### Placed standard cells, run 1

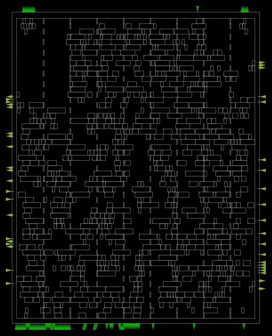
### Gate-type map, run 1

Scale: 2 px per um.
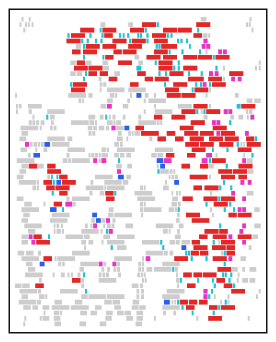
### Zoomed window, run 1

Region (49, 66) to (79, 96) um. Cells in gray, sequential cells in the stronger gray; small squares are vias.
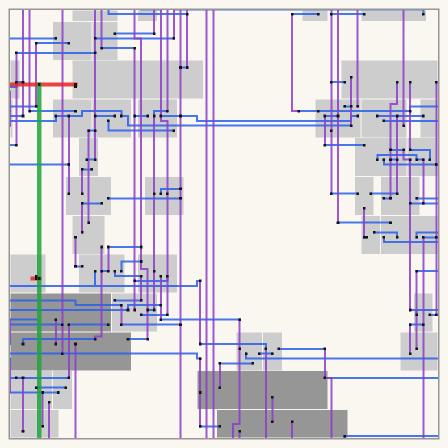
### Wire density map, run 1

Scale: 1.5 px per um. 26 x 32 tiles, from dark purple (low) to yellow (high), scaled to the fullest tile. Values are wire area over tile area, all layers added.
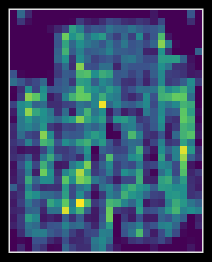
--- config.mk ---
export PLATFORM = sky130hd
export DESIGN_NAME = fc_layer_ctrl
export DESIGN_NICKNAME = d
export VERILOG_FILES = /design/src/rtl/fc_layer_ctrl.sv
export SDC_FILE = /design/constraint.sdc
export NUM_CORES = 1
export LEC_CHECK = 0
export CELL_PAD_IN_SITES_DETAIL_PLACEMENT = 0
export CELL_PAD_IN_SITES_GLOBAL_PLACEMENT = 2
export CORE_AREA = 2 2 126 159
export DETAILED_ROUTE_END_ITERATION = 8
export DIE_AREA = 0 0 128 161
export GPL_ROUTABILITY_DRIVEN = 0
export GPL_TIMING_DRIVEN = 0
export PLACE_DENSITY_LB_ADDON = 0.1
export REMOVE_ABC_BUFFERS = 1
export SYNTH_ARGS = -nofsm -noshare
export SYNTH_HDL_FRONTEND = slang
export SYNTH_SLANG_ARGS = --single-unit
export TNS_END_PERCENT = 1
--- constraint.sdc ---
create_clock -name clk_i -period 6.2 [get_ports clk_i]
set_input_delay 1.55 -clock clk_i [delete_from_list [all_inputs] [get_ports clk_i]]
set_output_delay 1.55 -clock clk_i [all_outputs]
set_load 0.02 [all_outputs]
--- src/rtl/fc_layer_ctrl.sv ---
// Fully-connected layer sequencer. For each output neuron it multiply-accumulates the
// activations against their weights, then writes the requantized result back to the register file.
module fc_layer_ctrl #(
  parameter int BITWIDTH    = 8,
  parameter int INPUT_SIZE  = 7,
  parameter int OUTPUT_SIZE = 5,
  parameter int WADDR_W     = 6,
  parameter int SHIFT       = 4,
  parameter int RELU        = 1
) (
  input  logic                       clk_i,
  input  logic                       reset,
  input  logic                       start_i,
  input  logic [4:0]                 in_base_i,
  input  logic [4:0]                 out_base_i,
  output logic                       busy_o,
  output logic                       done_o,
  output logic [4:0]                 rd_addr_o,
  input  logic [31:0]                rd_data_i,
  output logic [WADDR_W-1:0]         w_addr_o,
  input  logic signed [BITWIDTH-1:0] w_data_i,
  output logic [4:0]                 addr_o,
  output logic [31:0]                data_o,
  output logic                       RegWrite_o,
  output logic                       is_pos_o
);

  localparam int AccW = 2*BITWIDTH + 4;
  localparam int IW   = $clog2(INPUT_SIZE + 1);
  localparam int JW   = $clog2(OUTPUT_SIZE + 1);
  localparam logic [IW-1:0] LastI = IW'(INPUT_SIZE - 1);
  localparam logic [JW-1:0] LastJ = JW'(OUTPUT_SIZE - 1);
  localparam logic signed [AccW-1:0] SatMax = AccW'((1 << (BITWIDTH-1)) - 1);
  localparam logic signed [AccW-1:0] SatMin = AccW'(-(1 << (BITWIDTH-1)));

  typedef enum logic [2:0] {IDLE, CLR, MAC, WR, DONE} state_t;

  state_t                    r_state, w_nextState;
  logic [IW-1:0]             r_i;
  logic [JW-1:0]             r_j;
  logic signed [AccW-1:0]    r_acc;
  logic [4:0]                r_inBase, r_outBase, r_rdAddr;
  logic [WADDR_W-1:0]        r_wAddr;

  logic signed [BITWIDTH-1:0]   w_act;
  logic signed [2*BITWIDTH-1:0] w_product;
  logic signed [AccW-1:0]       w_productExt, w_shifted;
  logic signed [BITWIDTH-1:0]   w_res;
  logic                         w_unusedRdHigh;

  assign w_act          = rd_data_i[BITWIDTH-1:0];
  assign w_unusedRdHigh = ^rd_data_i[31:BITWIDTH];
  assign w_product      = $signed({{BITWIDTH{w_act[BITWIDTH-1]}}, w_act}) *
                          $signed({{BITWIDTH{w_data_i[BITWIDTH-1]}}, w_data_i});
  assign w_productExt   = {{(AccW-2*BITWIDTH){w_product[2*BITWIDTH-1]}}, w_product};
  assign w_shifted      = r_acc >>> SHIFT;

  always_ff @(posedge clk_i or negedge reset) begin
    if (!reset) r_state <= IDLE;
    else        r_state <= w_nextState;
  end

  always_comb begin
    w_nextState = r_state;
    case (r_state)
      IDLE:    if (start_i) w_nextState = CLR;
      CLR:     w_nextState = MAC;
      MAC:     if (r_i == LastI) w_nextState = WR;
      WR:      w_nextState = (r_j == LastJ) ? DONE : CLR;
      DONE:    w_nextState = IDLE;
      default: w_nextState = IDLE;
    endcase
  end

  // Read and weight addresses are registered so they hold their last value outside MAC.
  always_ff @(posedge clk_i or negedge reset) begin
    if (!reset) begin
      r_i       <= '0;
      r_j       <= '0;
      r_acc     <= '0;
      r_inBase  <= '0;
      r_outBase <= '0;
      r_rdAddr  <= '0;
      r_wAddr   <= '0;
    end else begin
      case (r_state)
        IDLE: if (start_i) begin
          r_inBase  <= in_base_i;
          r_outBase <= out_base_i;
          r_j       <= '0;
        end
        CLR: begin
          r_acc    <= '0;
          r_i      <= '0;
          r_rdAddr <= r_inBase;
          r_wAddr  <= WADDR_W'(int'(r_j) * INPUT_SIZE);
        end
        MAC: begin
          r_acc <= r_acc + w_productExt;
          if (r_i != LastI) begin
            r_i      <= r_i + 1'b1;
            r_rdAddr <= r_rdAddr + 5'd1;
            r_wAddr  <= r_wAddr + 1'b1;
          end
        end
        WR: if (r_j != LastJ) r_j <= r_j + 1'b1;
        default: ;
      endcase
    end
  end

  // Requantize: shift, saturate to the signed result range, then optional ReLU.
  always_comb begin
    w_res = w_shifted[BITWIDTH-1:0];
    if (w_shifted > SatMax)      w_res = SatMax[BITWIDTH-1:0];
    else if (w_shifted < SatMin) w_res = SatMin[BITWIDTH-1:0];
    if (RELU != 0 && w_res[BITWIDTH-1]) w_res = '0;
  end

  assign busy_o     = (r_state != IDLE);
  assign done_o     = (r_state == DONE);
  assign RegWrite_o = (r_state == WR);
  assign rd_addr_o  = r_rdAddr;
  assign w_addr_o   = r_wAddr;
  assign addr_o     = RegWrite_o ? r_outBase + 5'(r_j) : 5'd0;
  assign data_o     = RegWrite_o ? {{(32-BITWIDTH){w_res[BITWIDTH-1]}}, w_res} : 32'd0;
  assign is_pos_o   = RegWrite_o && !w_res[BITWIDTH-1] && (w_res != '0);

endmodule

==> job_summary.md, run 1 <==
### Metrics collected by this job

| Metric | Value |
|---|---|
| Synth-to-layout area growth | `15.9%` |
| Die X | `128 um` |
| IO Pins | `105` |
| RSZ-0062 raised after global routing | `true` |
| # DRC | `0` |
| Top sig layer | `met4` |
| Clock transition at the registers of the reported paths | `0.07 ns` |
| Vias | `4703` |
| Yosys aoi share | `0.108` |
| Resize count post-CTS | `26` |
| Final Hold Viols | `0` |
| Final Max Tran Viols | `0` |
| Stage-log warning count | `58` |
| Layout cell share with drive strength beyond 1 | `0.0841` |
| Hold crit path type | `reg2reg` |
| Total track usage | `0.156` |
| Routed wire per std cell | `15.5 um` |
| Mapped cell area | `6410 um2` |
| CTS H-tree depth | `2` |
| Synth mux share | `0.0191` |
| Min cycle time layout | `6.02 ns` |
| GRT overflow | `0` |
| Pin count of the biggest net entering global routing | `35` |
| DR WL met2 | `8500 um` |
| Initial antenna violation count | `0` |
| TritonCTS Sinks | `50` |
| Count of library flops with an enable pin | `0` |
| Setup violations, final | `0` |
| Top Layout Cells | `inv_1 (111), fa_1 (90), nand2_1 (69)` |
| Final instance area | `7430 um2` |
| Port buffer count | `55` |
| DP Area | `7140 um2` |
| Drt first pass iters | `4` |
| Max cap viols | `0` |
| Crit path max fanout | `8` |
| Dominant flop cell | `dfrtp_1` |
| # diodes | `0` |
| Cells after DPL | `955` |
| Setup crit start kind | `input port` |
| Total die area | `20600 um2` |
| Cell count after synthesis | `675` |
| CTS tree | `yes` |
| Largest buffer count on any clock path | `2` |
| Postcts setup bufs | `4` |
| XORs/XNORs by Area | `0.0273` |
| Max-slew headroom | `0.185` |
| Chip area estimate from yosys synthesis | `6410 um2` |
| ANT nets after route | `0` |
| Most frequent cells after synthesis | `inv_1 (113), fa_1 (92), nand2_1 (70)` |
| Cell Type Count | `63` |
| Root Driver | `clkbuf_16` |
| Worst slew pin tran | `1.22 ns` |
| Worst clock skew | `0.00656 ns` |
| Commonest Layout Cell | `inv_1` |
| Vias in the first global route | `5050` |
| Setup crit end kind | `flop` |
| Initial drt markers | `158` |
| Post-route clock period utilization | `0.971` |
| Met1 WL | `6240 um` |
| Cts bufs inserted | `5` |
| Non-Filler Instances | `973` |
| Syn avg cell area | `9.50 um2` |
| Req. time, crit path | `6.37 ns` |
| Total Wirelength | `15100 um` |
| Largest logic family | `adder cells` |
| Number of cells in Yosys stat | `675` |
| Status | `complete, no violations` |
| First-pass GRT wire length | `25900 um` |
| Sequential element share of the synthesized area | `0.195` |
| Clk latency late pin | `0.30 ns` |
| Synth top cell by count | `inv_1` |
| Post-synthesis adder-cell area fraction | `0.402` |
| Post-synth regs | `50` |
| Asr flop ratio synth | `1.00` |
| Top-area cell share | `0.287` |
| Hold_buf cts | `0` |
Notes on 'Placed standard cells' above:
floorplan row count: 57
n_taps: 236
post-layout util: 0.389
Fillers: 1969

Notes on 'Gate-type map' above:
[blue] AND-OR and OR-AND gates | cells: 15 | most used: a21o_1
[red] adder and majority cells | cells: 151 | most used: fa_1
[magenta] AND and OR gates | cells: 49 | most used: and2_1
[cyan] inverters | cells: 115 | most used: inv_1

Notes on 'Zoomed window' above:
[purple] met2
[red] met3
[green] met4
[blue] met1
cells with their middle in the window: 33
sequential cells in the window: 4
most frequent: dfrtp_1 (4), inv_1 (3)
netlist names of flops here include: r_acc (3), r_i (1)

Notes on 'Wire density map' above:
nearly empty tiles: 16%
emptiest ninth of the die: upper left
fullest tile: 0.39
tiles over half the peak: 16%
mean over tiles: 0.11

-- run 1: metrics by stage --
step / TNS, ns / setup WS [ns]
floorplan: 0 / 0.145
global placement: -10.93 / -1.08
detailed placement: -11.10 / -1.10
CTS: -0.0436 / -0.0285
global route: -0.153 / -0.0506
finish: 0 / 0.181
-- run 1: metal layers --
metal,up-vias,global-route usage
met1,2381,0.192
met2,55,0.301
met5,-,0
met3,8,0.0132
met4,0,0.0215
li1,2259,-
-- run 1: worst max-delay path, cell delays in order --
cell             delay [ns]
clkdlybuf4s50_1        0.53
inv_4                  0.08
buf_4                  0.15
fa_1                   0.52
inv_1                  0.05
fa_1                   0.46
fa_1                   0.54
fa_1                   0.45
fa_1                   0.38
ha_2                   0.21
a21o_1                 0.18
or3_4                  0.34
o221ai_4               0.28
a21oi_2                0.08
or3_1                  0.37
-- run 1: cell type report --
type                       instances  area, um2  share of cell area
clock buffer                       6        139              0.0187
clock inverter                     2       16.3             0.00219
tap                              236        295              0.0397
inverter                         115        438              0.0589
timing repair buffer              67        642              0.0864
sequential                        50       1250               0.168
multi-input combinational        497       4650               0.626
-- run 1: final timing paths --
kind / slack [ns] / startpoint / to / cells after the start
max: 0.18 / w_data_i[7] / r_acc[14] / 15
min: 0.51 / r_i[0] / r_i[0] / 1
min reg2reg: 0.51 / r_i[0] / r_i[0] / 1
max in group asynchronous: 4.41 / reset / r_acc[6] / 2
max reg2reg: 1.50 / r_acc[6] / r_acc[12] / 16
min in group asynchronous: 1.24 / reset / r_inBase[0] / 1
-- run 1: registers in the layout, summed over array words and instances, names as in the netlist --
name,cells
r_state,3
r_outBase,5
rd_addr_o,5
r_inBase,5
w_addr_o,6
r_i,3
r_j,3
r_acc,20
### Metal layers overlaid, run 1

Scale: 2 px per um. Only two layers are drawn.
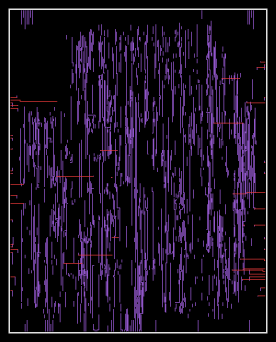

## Run 2: what changed since run 1
- CAP_MARGIN: unset -> 20
- SLEW_MARGIN: unset -> 10
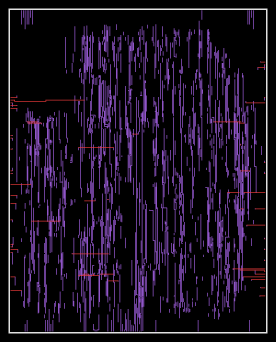
*Metal layers overlaid, run 2*
Scale: 2 px per um. Only two layers are drawn.
[red] met3 | wire length: 299 um
[purple] met2 | wire length: 8380 um

==> job_summary.md, run 2 <==
### Metrics collected by this job

| Metric | Value |
|---|---|
| Mapped cell area | `6410 um2 (unchanged)` |
| Sequential element share of the synthesized area | `0.195 (unchanged)` |
| Final instance area | `7410 um2 (-0.27%)` |
| Final Max Tran Viols | `0 (unchanged)` |
| DP Area | `7170 um2 (+0.49%)` |
| Most frequent cells after synthesis | `inv_1 (113), fa_1 (92), nand2_1 (70)` |
| Die span in y | `161 um` |
| Cell Type Count | `63 (unchanged)` |
| Resize count post-CTS | `26 (unchanged)` |
| Count of library flops with an enable pin | `0 (unchanged)` |
| Setup crit start kind | `input port` |
| Number of cells in Yosys stat | `675 (unchanged)` |
| TritonCTS Sinks | `50 (unchanged)` |
| Root Driver | `clkbuf_16` |
| Setup crit end kind | `flop` |
| CTS tree | `yes` |
| Critical-path top delay cell | `fa_1` |
| Initial drt markers | `201 (+27%)` |
| Status | `complete, no violations` |
| Hold crit path type | `reg2reg` |
| Drt first pass iters | `6 (+2)` |
| Cell count after synthesis | `675 (unchanged)` |
| Crit path max fanout | `8 (unchanged)` |
| Cts bufs inserted | `5 (unchanged)` |
| Total track usage | `0.157 (+0.000700)` |
| Synth-to-layout area growth | `15.5%` |
| Fillers | `1963 (-0.30%)` |
| Pin count of the biggest net entering global routing | `30 (-14%)` |
| Commonest Layout Cell | `inv_1` |
| Setup violations, final | `0 (unchanged)` |
| Post-route clock period utilization | `0.964 (-0.00637)` |
| Critical Path Max Stage Delay | `0.58 ns (+0.04 ns)` |
| Routed wire per std cell | `15.5 um (about the same)` |
| Layout cell share with drive strength beyond 1 | `0.0949 (+0.0107)` |
| Largest logic family | `adder cells` |
| Hold_buf cts | `0 (unchanged)` |
| # DRC | `0 (unchanged)` |
| Post-synthesis adder-cell area fraction | `0.402 (unchanged)` |
| Synth mux share | `0.0191 (unchanged)` |
| Final setup margin | `0.221 ns (+0.0395 ns)` |
| Total Wirelength | `15100 um (about the same)` |
| Non-Filler Instances | `974 (+0.10%)` |
| Stage-log warning count | `57 (-1.7%)` |
| Dominant flop cell | `dfrtp_1` |
| Worst clock skew | `0.00733 ns (+0.000763 ns)` |
| Post-synth regs | `50 (unchanged)` |
| Reg with most FFs | `r_acc` |
| Synth top cell by count | `inv_1` |
| XORs/XNORs by Area | `0.0273 (unchanged)` |
| Req. time, crit path | `6.42 ns (+0.05 ns)` |
| Max cap viols | `0 (unchanged)` |
| Die X | `128 um (unchanged)` |
| IO Pins | `105 (unchanged)` |
| Syn avg cell area | `9.50 um2 (unchanged)` |
| Vias | `4684 (-0.40%)` |
| GRT overflow | `0 (unchanged)` |
| Top-area cell share | `0.287 (unchanged)` |
| Clock transition at the registers of the reported paths | `0.07 ns (about the same)` |
| Area of the multi-input gates | `4630 um2 (-0.48%)` |
| Vias in the first global route | `5082 (+0.63%)` |
| Final Hold Viols | `0 (unchanged)` |
| Yosys aoi share | `0.108 (unchanged)` |
| Largest buffer count on any clock path | `2 (unchanged)` |
| Flip-flop and latch area | `1250 um2 (unchanged)` |
| Floorplan row count | `57 (unchanged)` |
| Postcts setup bufs | `4 (unchanged)` |
| Asr flop ratio synth | `1.00 (unchanged)` |
| Port buffer count | `55 (unchanged)` |
| Max FFs per register | `20 (unchanged)` |
| Worst path cell trace | `dlygate4sd2_1 -> nand2b_1 -> fa_1 -> fa_1 -> inv_1 -> fa_1 -> fa_1 -> fa_1 -> ha_1 -> o21ai_1 -> nor2_2 -> o211ai_2 -> nor3_1 -> or4_1 -> o211ai_1` |
| Worst slew pin tran | `1.13 ns (-0.0937 ns)` |
| CTS H-tree depth | `2 (unchanged)` |
| Initial antenna violation count | `0 (unchanged)` |
| Min cycle time layout | `5.98 ns (-0.0395 ns)` |
| Top Layout Cells | `inv_1 (111), fa_1 (90), nand2_1 (69)` |
| Chip area estimate from yosys synthesis | `6410 um2 (unchanged)` |
| CP dominant cell by count | `fa_1` |
| RSZ-0062 raised after global routing | `false` |
| TNS Setup | `0 ns (unchanged)` |
| # diodes | `0 (unchanged)` |
==> run 2: path summary, 6_finish.rpt <==
check,end,cells after the start,startpoint,slack (ns)
setup / recovery,r_acc[19],15,rd_data_i[0],0.22
hold / removal,r_acc[0],1,r_acc[0],0.52
setup reg to reg,r_acc[14],18,r_acc[4],1.54
hold reg to reg,r_acc[0],1,r_acc[0],0.52
max in group asynchronous,r_acc[9],2,reset,4.41
min in group asynchronous,rd_addr_o[4],1,reset,1.24
==> run 2: cell type report <==
| type | instances | area share |
|---|---|---|
| Tap cell | 236 | 0.0398 |
| Sequential cell | 50 | 0.169 |
| Clock buffer | 6 | 0.0187 |
| Inverter | 115 | 0.0591 |
| Timing Repair Buffer | 68 | 0.0869 |
| Clock inverter | 2 | 0.00219 |
| Multi-Input combinational cell | 497 | 0.624 |
==> run 2: cells by family (layout without fill, tap and decap cells) <==
| kind of cell | Yosys count | in the layout |
|---|---|---|
| AND/OR/NAND/NOR | 183 | 183 |
| multiplexers | 11 | 11 |
| flip-flops | 50 | 50 |
| adder cells (fa/ha/maj) | 151 | 151 |
| buffers and inverters | 152 | 191 |
| AND-OR/OR-AND | 107 | 107 |
| other | 1 | 25 |
| XOR/XNOR | 20 | 20 |
==> run 2: worst max-delay path: cells and delay by family <==
kind,cells,cell delay (ns)
AND-OR/OR-AND,3,0.56
adder cells (fa/ha/maj),6,2.88
buffers and inverters,2,0.42
AND/OR/NAND/NOR,4,0.79
==> run 2: metal layers <==
metal  track usage  vias to the layer above  wire, um
met4        0.0315                        0       195
met3        0.0149                       12       299
li1              -                     2255         -
met2         0.299                       67      8380
met1         0.190                     2350      6230
met5             0                        -         0
